Fig. 1: sequential cells grouped by signal name
Bar = 50 µm.
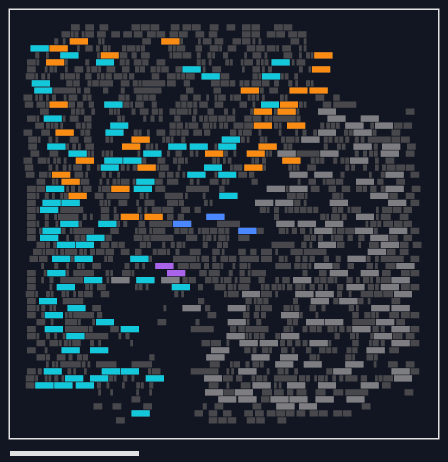
Fig. 2: I/O nets highlighted
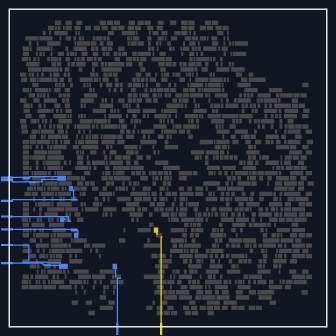
Fig. 3: the clock network
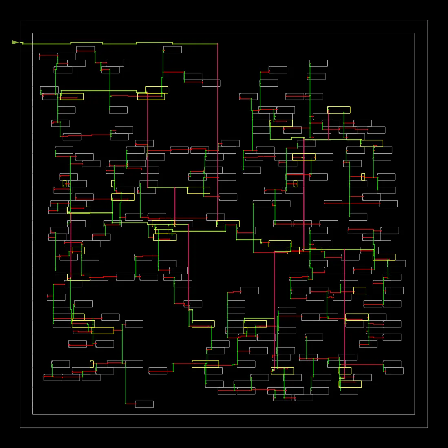
### src/rtl/memory_controller_pkg.sv
// Shared types and helpers for the byte-serial memory controller.
package memory_controller_pkg;

    typedef enum logic [1:0] {
        IDLE,
        FETCH,
        LOAD,
        STORE
    } mc_state_t;

    localparam logic [1:0] SZ_B = 2'd0;
    localparam logic [1:0] SZ_H = 2'd1;
    localparam logic [1:0] SZ_W = 2'd3;

    localparam logic [1:0] IO_HI_DEF = 2'b11;

    typedef struct packed {
        logic        r_nw;
        logic        sign;
        logic [1:0]  size;
        logic [31:0] addr;
        logic [31:0] data;
    } lsb_req_t;

    function automatic logic [2:0] nbytes(input logic [1:0] size);
        return (size == SZ_W) ? 3'd4 : {1'b0, size} + 3'd1;
    endfunction

    function automatic logic [31:0] extend(
        input logic [31:0] data,
        input logic [1:0]  size,
        input logic        sign
    );
        logic [31:0] r;
        case (size)
            SZ_B:    r = {{24{sign & data[7]}}, data[7:0]};
            SZ_H:    r = {{16{sign & data[15]}}, data[15:0]};
            default: r = data;
        endcase
        return r;
    endfunction

endpackage

### src/rtl/memory_controller.sv
// Arbitrates IF and LSB onto the byte-wide RAM/IO bus, serialising
// multi-byte accesses and assembling load data.
module memory_controller
    import memory_controller_pkg::*;
#(
    parameter logic [1:0] IO_HI = IO_HI_DEF
) (
    input  logic        clk,
    input  logic        rst,
    input  logic        rdy,
    input  logic        mc_flush,
    input  logic        if_flag,
    input  logic [31:0] if_addr,
    output logic        inst_rdy,
    output logic [31:0] inst,
    input  logic        lsb_flag,
    input  logic        lsb_r_nw,
    input  logic        load_sign,
    input  logic [1:0]  data_size_to_mc,
    input  logic [31:0] data_addr,
    input  logic [31:0] data_write,
    output logic        lsb_enable,
    output logic        data_rdy,
    output logic [31:0] data_read,
    input  logic [7:0]  mem_din,
    output logic [7:0]  mem_dout,
    output logic [31:0] mem_a,
    output logic        mem_wr,
    input  logic        io_buffer_full
);

    mc_state_t   state, state_nx;
    logic [2:0]  k, k_nx;
    lsb_req_t    slot;
    logic        slot_full;
    logic [31:0] fetch_addr;
    logic [31:0] asm_q, asm_nx;
    logic [31:0] inst_q, data_q;
    logic        inst_rdy_q, data_rdy_q;
    logic        fetch_go, done_i, done_l, done_s;
    logic        capture, io_stall;
    logic [2:0]  n_bytes;
    logic [31:0] base;
    logic [1:0]  cap_idx;

    assign n_bytes  = (state == FETCH) ? 3'd4 : nbytes(slot.size);
    assign base     = (state == FETCH) ? fetch_addr : slot.addr;
    assign io_stall = (state == STORE) && (slot.addr[17:16] == IO_HI)
                      && io_buffer_full;
    assign capture  = ((state == FETCH) || (state == LOAD)) && (k != 3'd0);
    assign cap_idx  = 2'(k - 3'd1);

    // Byte k-1 arrives in cycle k; merge it into the assembly word.
    always_comb begin
        asm_nx = asm_q;
        asm_nx[{cap_idx, 3'b000} +: 8] = mem_din;
    end

    always_comb begin
        state_nx = state;
        k_nx     = k;
        fetch_go = 1'b0;
        done_i   = 1'b0;
        done_l   = 1'b0;
        done_s   = 1'b0;
        unique case (state)
            IDLE: begin
                k_nx = 3'd0;
                // The slot stays full through its own data_rdy cycle.
                if (slot_full && !data_rdy_q) begin
                    state_nx = slot.r_nw ? LOAD : STORE;
                end else if (!lsb_flag && if_flag && !inst_rdy_q) begin
                    state_nx = FETCH;
                    fetch_go = 1'b1;
                end
            end
            FETCH, LOAD: begin
                k_nx = k + 3'd1;
                if ((state == FETCH) && mc_flush) begin
                    state_nx = IDLE;
                    k_nx     = 3'd0;
                end else if (k == n_bytes) begin
                    state_nx = IDLE;
                    k_nx     = 3'd0;
                    done_i   = (state == FETCH);
                    done_l   = (state == LOAD);
                end
            end
            STORE: begin
                if (!io_stall) begin
                    if (k == n_bytes - 3'd1) begin
                        state_nx = IDLE;
                        k_nx     = 3'd0;
                        done_s   = 1'b1;
                    end else begin
                        k_nx = k + 3'd1;
                    end
                end
            end
        endcase
    end

    always_ff @(posedge clk) begin
        if (!rst) begin
            state      <= IDLE;
            k          <= 3'd0;
            slot       <= '0;
            slot_full  <= 1'b0;
            fetch_addr <= 32'd0;
            asm_q      <= 32'd0;
            inst_q     <= 32'd0;
            data_q     <= 32'd0;
            inst_rdy_q <= 1'b0;
            data_rdy_q <= 1'b0;
        end else if (rdy) begin
            state      <= state_nx;
            k          <= k_nx;
            inst_rdy_q <= done_i;
            data_rdy_q <= done_l | done_s;
            if (fetch_go) fetch_addr <= if_addr;
            if (capture) asm_q <= asm_nx;
            if (done_i) inst_q <= asm_nx;
            if (done_l) data_q <= extend(asm_nx, slot.size, slot.sign);
            if (lsb_flag) begin
                slot_full  <= 1'b1;
                slot.r_nw  <= lsb_r_nw;
                slot.sign  <= load_sign;
                slot.size  <= data_size_to_mc;
                slot.addr  <= data_addr;
                slot.data  <= data_write;
            end else if (data_rdy_q) begin
                slot_full <= 1'b0;
            end
        end
    end

    assign mem_a      = (state == IDLE) ? 32'd0 : base + {29'd0, k};
    assign mem_dout   = (state == STORE) ? slot.data[{k[1:0], 3'b000} +: 8]
                                         : 8'd0;
    assign mem_wr     = rdy && (state == STORE) && !io_stall;
    assign lsb_enable = !slot_full;
    assign inst_rdy   = inst_rdy_q && !mc_flush;
    assign inst       = inst_q;
    assign data_rdy   = data_rdy_q;
    assign data_read  = data_q;

endmodule
### config.mk
export PLATFORM = sky130hd
export DESIGN_NAME = memory_controller
export DESIGN_NICKNAME = d
export VERILOG_FILES = /design/src/rtl/memory_controller_pkg.sv /design/src/rtl/memory_controller.sv
export SDC_FILE = /design/constraint.sdc
export NUM_CORES = 1
export LEC_CHECK = 0
export CORE_MARGIN = 5
export CORE_UTILIZATION = 40
export DETAILED_ROUTE_END_ITERATION = 12
export PLACE_DENSITY_LB_ADDON = 0.25
export RECOVER_POWER = 50
export SYNTH_ARGS = -nofsm -noshare
export SYNTH_HDL_FRONTEND = slang
export SYNTH_SLANG_ARGS = --single-unit
export TNS_END_PERCENT = 10
### constraint.sdc
create_clock -name clk -period 5.7 [get_ports clk]
set_input_delay 0.57 -clock clk [delete_from_list [all_inputs] [get_ports clk]]
set_output_delay 0.57 -clock clk [all_outputs]
set_load 0.02 [all_outputs]
==> flow_metrics.py <==
# Auto-generated metrics
metrics = {
    "setup_path": {
        "crit_buf_inv": 3,
        "cp_top_family": "buffers and inverters",
        "crit_cells": 9,
        "path_common_cell": "nand3_1",
        "endpoint_kind": "output pin",
    },
    "sta": {
        "drv_slew": 77,
        "final.period_utilization_pct": 89.8,
    },
    "synth": {
        "postSynthSeqShare_pct": 42.0,
        "yosys_cells": 1171,
        "yosys_warnings": 0,
        "mux_share_pct": 5.86,
        "synth_cells": 1171,
        "topCombFamilyByArea": "simple AND/OR/NAND/NOR gates",
        "adder_share_pct": 2.40,
    },
    "clock_network": {
        "cts.path.max_buffers": 3,
        "cts_tree": "built",
        "htree_num_levels": 1,
    },
    "outcome": {
        "status": "finished, violations left",
        "violations": "max-capacitance violations, max-slew violations",
    },
    "finish": {
        "final_cell_mix": "nand2_1 (221), dfxtp_1 (204), a21oi_1 (154), clkdlybuf4s50_1 (154), nor2_1 (72)",
    },
    "power_and_ir_drop": {
        "p_seq_mw": 1.49,
        "clkPwrFrac_pct": 42.4,
        "p_int_mw": 2.57,
        "p_leak_nw": 4.41,
        "switching_share_pct": 25.4,
        "comb_power_share_pct": 14.3,
        "powerComb_mw": 0.491,
    },
    "drt": {
        "drtPass1Iterations": 7,
        "top_layer": "met4",
        "wl_met3_mm": 2.30,
        "dr.first_iter.drc_count": 699,
        "met2_length_mm": 13.2,
    },
    "job": {
        "max_cap_viol_count": 1,
    },
    "floorplanning": {
        "fp_util_pct": 40.3,
        "die_y_um": 166,
        "rows": 57,
    },
    "global_routing": {
        "globalRouteMet1Util_pct": 27.6,
        "grt_most_used_layer": "met2",
        "grt.total_usage_pct": 20.6,
    },
    "place": {
        "place_hpwl_mm": 20.9,
        "gp_congestion": 0.880,
    },
    "hold_path": {
        "min_path_cells": 2,
    },
}
## Picture notes: Fig. 1
legend:
  slot:
    colour: cyan
    flops: 68
  state:
    colour: purple
    flops: 2
  fetch_addr:
    colour: orange
    flops: 32
  k:
    colour: blue
    flops: 3
not coloured: 99

## Picture notes: Fig. 2
legend:
  mem_dout:
    colour: blue
    bits: 8
    direction: output
    end_cells: 8
    buffers: 8
    wire: 291 µm
  inst_rdy:
    colour: yellow
    bits: 1
    direction: output
    end_cells: 1
    buffers: 1
    wire: 49.4 µm

## Picture notes: Fig. 3
clock sink total: 204
Num CTS Buffers: 23
Clk. pwr: 1.46 mW
clock skew: 10.2 ps
flip-flop and latch count: 204

through the flow:
step	total power, mW	instance area (µm²)	utilization [%]	cells
after floorplan	1.82	9710	-	1171
after global placement	2.01	12100	50.1	1639
after detailed placement	2.01	12100	50.1	1639
after CTS	3.48	12800	53.2	1676
after global routing	3.58	12800	53.2	1677
final	3.44	12800	53.2	1677
logic make-up (layout without fill, tap and decap cells):
family / after synthesis / count (layout)
AOI/OAI and AO/OA: 314 / 314
xor gates and xnor gates: 13 / 13
adders and majority gates: 18 / 18
buffers and inverters: 105 / 286
DFF: 204 / 204
muxes: 46 / 46
other: 0 / 1
and+or+nand+nor: 471 / 471
sequential cells by signal, summed over array words and instances (netlist names):
register / count
asm_q: 32
data_rdy: 1
data_read: 32
fetch_addr: 32
inst: 32
inst_rdy_q: 1
k: 3
slot: 68
slot_full: 1
state: 2
area by class of cell:
| cell class | instances | area, µm² | area share, % |
|---|---|---|---|
| diodes | 1 | 2.50 | 0.0195 |
| clock buffers | 35 | 681 | 5.31 |
| clock inverters | 2 | 60.1 | 0.469 |
| inverters | 13 | 50.0 | 0.391 |
| multi-input cells | 862 | 5210 | 40.7 |
| flip-flops and latches | 204 | 4080 | 31.9 |
| well taps | 324 | 405 | 3.16 |
| repair buffers | 236 | 2320 | 18.1 |
Yosys cell counts, drive strengths merged, types with 24 or more instances:
master,instances,share of area (%)
mux2i,31,3.2
nand2,222,8.6
nor2b,40,2.6
a21oi,155,8.0
a31oi,27,1.7
nor2,74,2.9
buf,28,1.6
nor3,50,2.6
o221a,24,2.8
dfxtp,204,42
clkbuf,64,2.5
a211oi,55,4.3
path summary, 6_finish.rpt:
kind                       end
setup / recovery     mem_a[21]
hold / removal        slot[60]
setup reg to reg  data_read[8]
hold reg to reg       slot[60]
Power figures rest on the tool's default switching activity, not on a simulated workload.
